File: src/rtl/multicycle_controller_if.sv
// Control bundle between the instruction-register fields, the multicycle
// controller and the datapath mux/enable inputs.
interface multicycle_controller_if #(
  parameter int STATE_W = 4
);
  logic [1:0]         op;
  logic [3:0]         cond;
  logic [5:0]         funct;
  logic [3:0]         rd;
  logic [3:0]         alu_flags;

  logic               pc_write;
  logic               adr_src;
  logic               mem_write;
  logic               ir_write;
  logic               reg_write;
  logic [1:0]         result_src;
  logic               alu_src_a;
  logic [1:0]         alu_src_b;
  logic [1:0]         imm_src;
  logic [1:0]         reg_src;
  logic [1:0]         alu_ctl;
  logic               cond_ex;
  logic [STATE_W-1:0] state;

  modport master (
    output op, cond, funct, rd, alu_flags,
    input  pc_write, adr_src, mem_write, ir_write, reg_write, result_src,
           alu_src_a, alu_src_b, imm_src, reg_src, alu_ctl, cond_ex, state
  );

  modport slave (
    input  op, cond, funct, rd, alu_flags,
    output pc_write, adr_src, mem_write, ir_write, reg_write, result_src,
           alu_src_a, alu_src_b, imm_src, reg_src, alu_ctl, cond_ex, state
  );
endinterface

File: src/rtl/multicycle_controller.sv
// Moore FSM sequencing the shared memory/ALU datapath of a multicycle ARM core,
// with an NZCV flags register and condition-code evaluation.
module multicycle_controller #(
  parameter int STATE_W = 4
) (
  input  logic                         clk,
  input  logic                         reset,
  multicycle_controller_if.slave       bus
);

  typedef enum logic [STATE_W-1:0] {
    S_FETCH    = 0,
    S_DECODE   = 1,
    S_MEMADR   = 2,
    S_MEMREAD  = 3,
    S_MEMWB    = 4,
    S_MEMWRITE = 5,
    S_EXECUTER = 6,
    S_EXECUTEI = 7,
    S_ALUWB    = 8,
    S_BRANCH   = 9
  } state_t;

  state_t      r_state;
  state_t      w_next;
  logic [3:0]  r_flags;
  logic        r_exec_ok;
  logic        w_n, w_z, w_c, w_v;
  logic        w_cond_ex;
  logic        w_in_execute;
  logic        w_rd_pc;
  logic [1:0]  w_dp_ctl;

  logic        w_pc_write, w_adr_src, w_mem_write, w_ir_write, w_reg_write;
  logic        w_alu_src_a;
  logic [1:0]  w_result_src, w_alu_src_b, w_alu_ctl;

  assign {w_n, w_z, w_c, w_v} = r_flags;
  assign w_in_execute = (r_state == S_EXECUTER) || (r_state == S_EXECUTEI);
  assign w_rd_pc      = (bus.rd == 4'd15);

  always_comb begin
    case (bus.cond)
      4'b0000: w_cond_ex = w_z;
      4'b0001: w_cond_ex = ~w_z;
      4'b0010: w_cond_ex = w_c;
      4'b0011: w_cond_ex = ~w_c;
      4'b0100: w_cond_ex = w_n;
      4'b0101: w_cond_ex = ~w_n;
      4'b0110: w_cond_ex = w_v;
      4'b0111: w_cond_ex = ~w_v;
      4'b1000: w_cond_ex = w_c & ~w_z;
      4'b1001: w_cond_ex = ~w_c | w_z;
      4'b1010: w_cond_ex = (w_n == w_v);
      4'b1011: w_cond_ex = (w_n != w_v);
      4'b1100: w_cond_ex = ~w_z & (w_n == w_v);
      4'b1101: w_cond_ex = w_z | (w_n != w_v);
      4'b1110: w_cond_ex = 1'b1;
      default: w_cond_ex = 1'b0;
    endcase
  end

  always_comb begin
    case (bus.funct[4:1])
      4'b0100: w_dp_ctl = 2'b00;
      4'b0010: w_dp_ctl = 2'b01;
      4'b0000: w_dp_ctl = 2'b10;
      4'b1100: w_dp_ctl = 2'b11;
      default: w_dp_ctl = 2'b00;
    endcase
  end

  // NOTE: sequential state uses non-blocking assignments so every register
  // samples pre-edge values regardless of process ordering.
  always_ff @(posedge clk or negedge reset) begin
    if (!reset) r_state <= S_FETCH;
    else        r_state <= w_next;
  end

  // r_exec_ok keeps the pre-update condition so a flag-setting instruction's
  // own writeback is judged against the flags it started with.
  always_ff @(posedge clk or negedge reset) begin
    if (!reset) begin
      r_flags   <= 4'b0000;
      r_exec_ok <= 1'b0;
    end else if (w_in_execute) begin
      r_exec_ok <= w_cond_ex;
      if (bus.funct[0] && w_cond_ex) r_flags <= bus.alu_flags;
    end
  end

  // NOTE: every output and the next state get a default first, so no path
  // through the case can leave a variable unassigned and infer a latch.
  always_comb begin
    w_next       = S_FETCH;
    w_pc_write   = 1'b0;
    w_adr_src    = 1'b0;
    w_mem_write  = 1'b0;
    w_ir_write   = 1'b0;
    w_reg_write  = 1'b0;
    w_result_src = 2'b00;
    w_alu_src_a  = 1'b0;
    w_alu_src_b  = 2'b00;
    w_alu_ctl    = 2'b00;
    case (r_state)
      S_FETCH: begin
        w_ir_write   = 1'b1;
        w_alu_src_a  = 1'b1;
        w_alu_src_b  = 2'b10;
        w_result_src = 2'b10;
        w_pc_write   = 1'b1;
        w_next       = S_DECODE;
      end
      S_DECODE: begin
        w_alu_src_a  = 1'b1;
        w_alu_src_b  = 2'b10;
        w_result_src = 2'b10;
        case (bus.op)
          2'b01:   w_next = S_MEMADR;
          2'b00:   w_next = bus.funct[5] ? S_EXECUTEI : S_EXECUTER;
          2'b10:   w_next = S_BRANCH;
          default: w_next = S_FETCH;
        endcase
      end
      S_MEMADR: begin
        w_alu_src_b = 2'b01;
        w_next      = bus.funct[0] ? S_MEMREAD : S_MEMWRITE;
      end
      S_MEMREAD: begin
        w_adr_src = 1'b1;
        w_next    = S_MEMWB;
      end
      S_MEMWB: begin
        w_result_src = 2'b01;
        w_reg_write  = w_cond_ex;
        w_pc_write   = w_cond_ex & w_rd_pc;
      end
      S_MEMWRITE: begin
        w_adr_src   = 1'b1;
        w_mem_write = w_cond_ex;
      end
      S_EXECUTER: begin
        w_alu_ctl = w_dp_ctl;
        w_next    = S_ALUWB;
      end
      S_EXECUTEI: begin
        w_alu_src_b = 2'b01;
        w_alu_ctl   = w_dp_ctl;
        w_next      = S_ALUWB;
      end
      S_ALUWB: begin
        w_reg_write = r_exec_ok;
        w_pc_write  = r_exec_ok & w_rd_pc;
      end
      S_BRANCH: begin
        w_alu_src_b  = 2'b01;
        w_result_src = 2'b10;
        w_pc_write   = w_cond_ex;
      end
      default: w_next = S_FETCH;
    endcase
  end

  // Enables are forced low combinationally so they drop the moment reset asserts.
  assign bus.pc_write   = w_pc_write  & reset;
  assign bus.ir_write   = w_ir_write  & reset;
  assign bus.mem_write  = w_mem_write & reset;
  assign bus.reg_write  = w_reg_write & reset;
  assign bus.adr_src    = w_adr_src;
  assign bus.result_src = w_result_src;
  assign bus.alu_src_a  = w_alu_src_a;
  assign bus.alu_src_b  = w_alu_src_b;
  assign bus.alu_ctl    = w_alu_ctl;
  assign bus.imm_src    = bus.op;
  assign bus.reg_src    = {bus.op == 2'b10, bus.op == 2'b01};
  assign bus.cond_ex    = w_cond_ex;
  assign bus.state      = r_state;

endmodule

File: src/flat_wrapper.sv
// flat-port wrapper written by rule: the top's interface ports become plain ports
module multicycle_controller_flat 
#(
  parameter int STATE_W = 4
)
  (clk, reset, bus_op, bus_cond, bus_funct, bus_rd, bus_alu_flags, bus_pc_write, bus_adr_src, bus_mem_write, bus_ir_write, bus_reg_write, bus_result_src, bus_alu_src_a, bus_alu_src_b, bus_imm_src, bus_reg_src, bus_alu_ctl, bus_cond_ex, bus_state);
  multicycle_controller_if #(.STATE_W(STATE_W)) bus_i ();
  input  logic clk;
  input  logic reset;
  input wire logic [$bits(bus_i.op)-1:0] bus_op;
  input wire logic [$bits(bus_i.cond)-1:0] bus_cond;
  input wire logic [$bits(bus_i.funct)-1:0] bus_funct;
  input wire logic [$bits(bus_i.rd)-1:0] bus_rd;
  input wire logic [$bits(bus_i.alu_flags)-1:0] bus_alu_flags;
  output wire logic [$bits(bus_i.pc_write)-1:0] bus_pc_write;
  output wire logic [$bits(bus_i.adr_src)-1:0] bus_adr_src;
  output wire logic [$bits(bus_i.mem_write)-1:0] bus_mem_write;
  output wire logic [$bits(bus_i.ir_write)-1:0] bus_ir_write;
  output wire logic [$bits(bus_i.reg_write)-1:0] bus_reg_write;
  output wire logic [$bits(bus_i.result_src)-1:0] bus_result_src;
  output wire logic [$bits(bus_i.alu_src_a)-1:0] bus_alu_src_a;
  output wire logic [$bits(bus_i.alu_src_b)-1:0] bus_alu_src_b;
  output wire logic [$bits(bus_i.imm_src)-1:0] bus_imm_src;
  output wire logic [$bits(bus_i.reg_src)-1:0] bus_reg_src;
  output wire logic [$bits(bus_i.alu_ctl)-1:0] bus_alu_ctl;
  output wire logic [$bits(bus_i.cond_ex)-1:0] bus_cond_ex;
  output wire logic [$bits(bus_i.state)-1:0] bus_state;
  assign bus_i.op = bus_op;
  assign bus_i.cond = bus_cond;
  assign bus_i.funct = bus_funct;
  assign bus_i.rd = bus_rd;
  assign bus_i.alu_flags = bus_alu_flags;
  assign bus_pc_write = bus_i.pc_write;
  assign bus_adr_src = bus_i.adr_src;
  assign bus_mem_write = bus_i.mem_write;
  assign bus_ir_write = bus_i.ir_write;
  assign bus_reg_write = bus_i.reg_write;
  assign bus_result_src = bus_i.result_src;
  assign bus_alu_src_a = bus_i.alu_src_a;
  assign bus_alu_src_b = bus_i.alu_src_b;
  assign bus_imm_src = bus_i.imm_src;
  assign bus_reg_src = bus_i.reg_src;
  assign bus_alu_ctl = bus_i.alu_ctl;
  assign bus_cond_ex = bus_i.cond_ex;
  assign bus_state = bus_i.state;
  multicycle_controller #(.STATE_W(STATE_W)) u_core (.clk(clk), .reset(reset), .bus(bus_i));
endmodule
File: config.mk
export PLATFORM = sky130hd
export DESIGN_NAME = multicycle_controller_flat
export DESIGN_NICKNAME = d
export VERILOG_FILES = /design/src/rtl/multicycle_controller_if.sv /design/src/rtl/multicycle_controller.sv /design/src/flat_wrapper.sv
export SDC_FILE = /design/constraint.sdc
export NUM_CORES = 1
export LEC_CHECK = 0
export CORE_MARGIN = 2
export CORE_UTILIZATION = 41
export CTS_BUF_LIST = sky130_fd_sc_hd__clkbuf_16
export DETAILED_ROUTE_END_ITERATION = 7
export GPL_ROUTABILITY_DRIVEN = 0
export PLACE_DENSITY = 0.8
export SYNTH_ARGS = -nofsm -noshare
export SYNTH_HDL_FRONTEND = slang
export SYNTH_SLANG_ARGS = --single-unit
File: constraint.sdc
create_clock -name clk -period 3 [get_ports clk]
set_clock_uncertainty 0.05 [all_clocks]
set_input_delay 0.6 -clock clk [delete_from_list [all_inputs] [get_ports clk]]
set_output_delay 0.6 -clock clk [all_outputs]
set_load 0.005 [all_outputs]
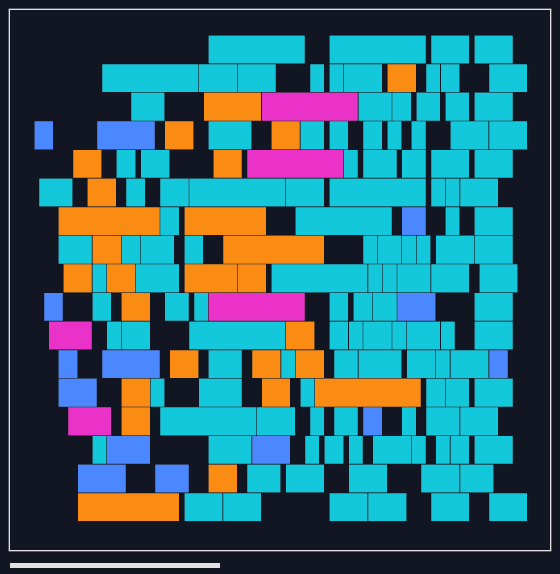
**Above:** sizing map.
Bar = 20 microns.
Key: x6 and larger = magenta [cells 5, share 3.0%, most used clkbuf_16]; x3 and x4 = orange [cells 26, share 15%, most used buf_4]; x2 = blue [cells 14, share 8.3%, most used clkbuf_2]; x1 and smaller = cyan [cells 123, share 73%, most used clkdlybuf4s50_1]
post-synthesis to final-layout area growth: 72.79%
worst-case setup margin in the final layout: 0.05875 ns
final design instance area without fill: 1589 sq um
number of buffers outside the clock class in the layout: 63

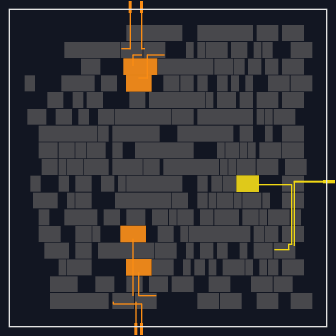
**Above:** I/O nets highlighted.
Key: `bus_mem_write` = yellow [direction output, end cells 1, buffers 1, wire 34.0 microns]; `bus_alu_flags` = orange [direction input, end cells 4, buffers 4, wire 52.4 microns]

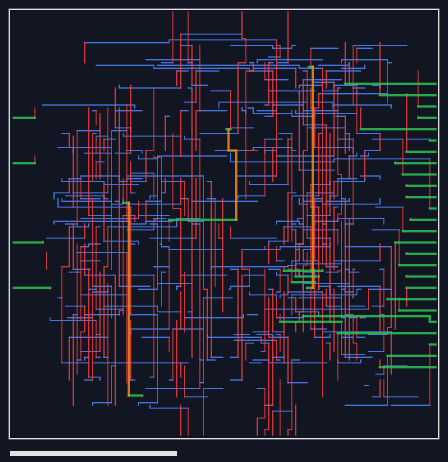
**Above:** metal layers overlaid.
Bar = 20 microns.
Key: M2 = red [wire length 1480 microns]; M3 = green [wire length 171 microns]; M4 = orange [wire length 61.4 microns]; M1 = blue [wire length 1060 microns]

==> summary.txt <==
Latest figures from synthesis and place and route.

The total design power is 1.094 mW. The endpoint of the worst hold path is u_core.r_exec_ok. The number of maximum-capacitance violations is 0. The total congestion overflow is 0. The ratio of total power to cell area is 688.7 nW/um^2. The flow ran to the end, and the final reports show no timing, DRC or antenna violations.

The HPWL after detailed placement is 2.105 mm. The first routing iteration left 11 violations. 0 antenna diodes ended up in the layout. The met3 usage in global routing is 4.094%. The maximum buffer depth of the clock tree is 2. The maximum achievable frequency is 340.0 MHz. The end-of-flow core utilization is 73.24%. Setup repair after global routing left no endpoint under its margin. The flop and latch count out of synthesis is 9. After synthesis, the design contains 110 cells according to Yosys. The leakage power of the design is 0.6859 nW. Entering global routing, the biggest net connects 15 pins.

Ranked by total cell area, the synthesized netlist is headed by sky130_fd_sc_hd__dfrtp_1, sky130_fd_sc_hd__mux2_1, sky130_fd_sc_hd__nand2_1. The post-synth count of flops with an enable pin is 0. The setup violation total in the final timing report is 0. The setup slack at placement is -0.5810 ns. The synthesis run shows the most used standard cells to be sky130_fd_sc_hd__nand2_1, sky130_fd_sc_hd__nor2_1, sky130_fd_sc_hd__dfrtp_1. The floorplan has 17 rows. After clock tree synthesis, the flow added hold-fix buffers numbering 0.

Global routing put the most usage on met2. In the routed layout, each cell is associated on average with a via count of 5.418. The core box area is 2170 sq um. Per the post-route antenna check, the number of violating nets is 0.
metal layers:
metal / part of all wire [%] / vias to the layer above
met1: 38 / 493
met4: 2.2 / 0
li1: - / 518
met2: 53 / 45
met5: 0 / -
met3: 6.1 / 6
worst max-delay path, cell delays in order:
cell                              delay, ns
sky130_fd_sc_hd__clkdlybuf4s50_1       0.45
sky130_fd_sc_hd__and4_1                0.23
sky130_fd_sc_hd__nand2_1               0.08
sky130_fd_sc_hd__a2111o_1              0.41
sky130_fd_sc_hd__a2111oi_4             0.36
sky130_fd_sc_hd__buf_2                 0.17
power breakdown:
group	leakage, nW	internal (mW)	switching, mW
Combinational	0.526	0.358	0.274
Clock	0.0423	0.174	0.0551
Sequential	0.118	0.165	0.0688
sequential cells by signal (all words and copies together) (netlist names):
signal / count
u_core.bus.state: 4
u_core.r_exec_ok: 1
u_core.r_flags: 4
placed cells by master, fill, tap and decap left out, types with 4 or more instances in the layout:
master,netlist,routed
sky130_fd_sc_hd__a21oi_1,7,7
sky130_fd_sc_hd__buf_4,2,19
sky130_fd_sc_hd__clkdlybuf4s50_1,0,34
sky130_fd_sc_hd__dfrtp_1,9,9
sky130_fd_sc_hd__inv_1,6,7
sky130_fd_sc_hd__mux2_1,4,4
sky130_fd_sc_hd__nand2_1,12,12
sky130_fd_sc_hd__nor2_1,12,12
sky130_fd_sc_hd__o21ai_0,4,4
how the worst max path moves through the flow:
stage | endpoint
floorplan | bus_pc_write
global placement | bus_pc_write
detailed placement | bus_mem_write
CTS | bus_cond_ex
global route | bus_pc_write
finish | bus_pc_write
cell type report:
cell class                      count  area [sq um]  area share, %
Clock buffer                        3         75.07          4.724
Clock inverter                      1         3.754         0.2362
Inverter                            6         22.52          1.417
Multi-Input combinational cell     86         669.4          42.13
Sequential cell                     9         225.2          14.17
Tap cell                           28         35.03          2.205
Timing Repair Buffer               63         558.0          35.12
cells by family after synthesis:
family	count (synthesis)	synth area share, %
and+or+nand+nor	52	31.16
AOI/OAI and AO/OA	25	24.35
xor gates and xnor gates	4	3.810
DFF	9	24.49
muxes	5	6.530
buffers and inverters	15	9.658
what timing repair did:
action | CTS | global route
endpoints found under the setup margin | 4 | 4
gates resized | 25 | 8
pin swaps | 4 | 5
setup buffers | 1 | 2
stage by stage:
stage	area, sq um	hold slack [ns]	setup TNS, ns	std cells
6_report	1589	0.4823	0	196
5_1_grt	1589	0.5272	0	196
4_1_cts	1587	0.4765	0	194
3_5_place_dp	1444	0.4670	-2.416	189
3_3_place_gp	1444	0.4526	-1.906	189
2_1_floorplan	919.6	0.2544	0	110
Power is estimated from default activity; no workload was simulated.
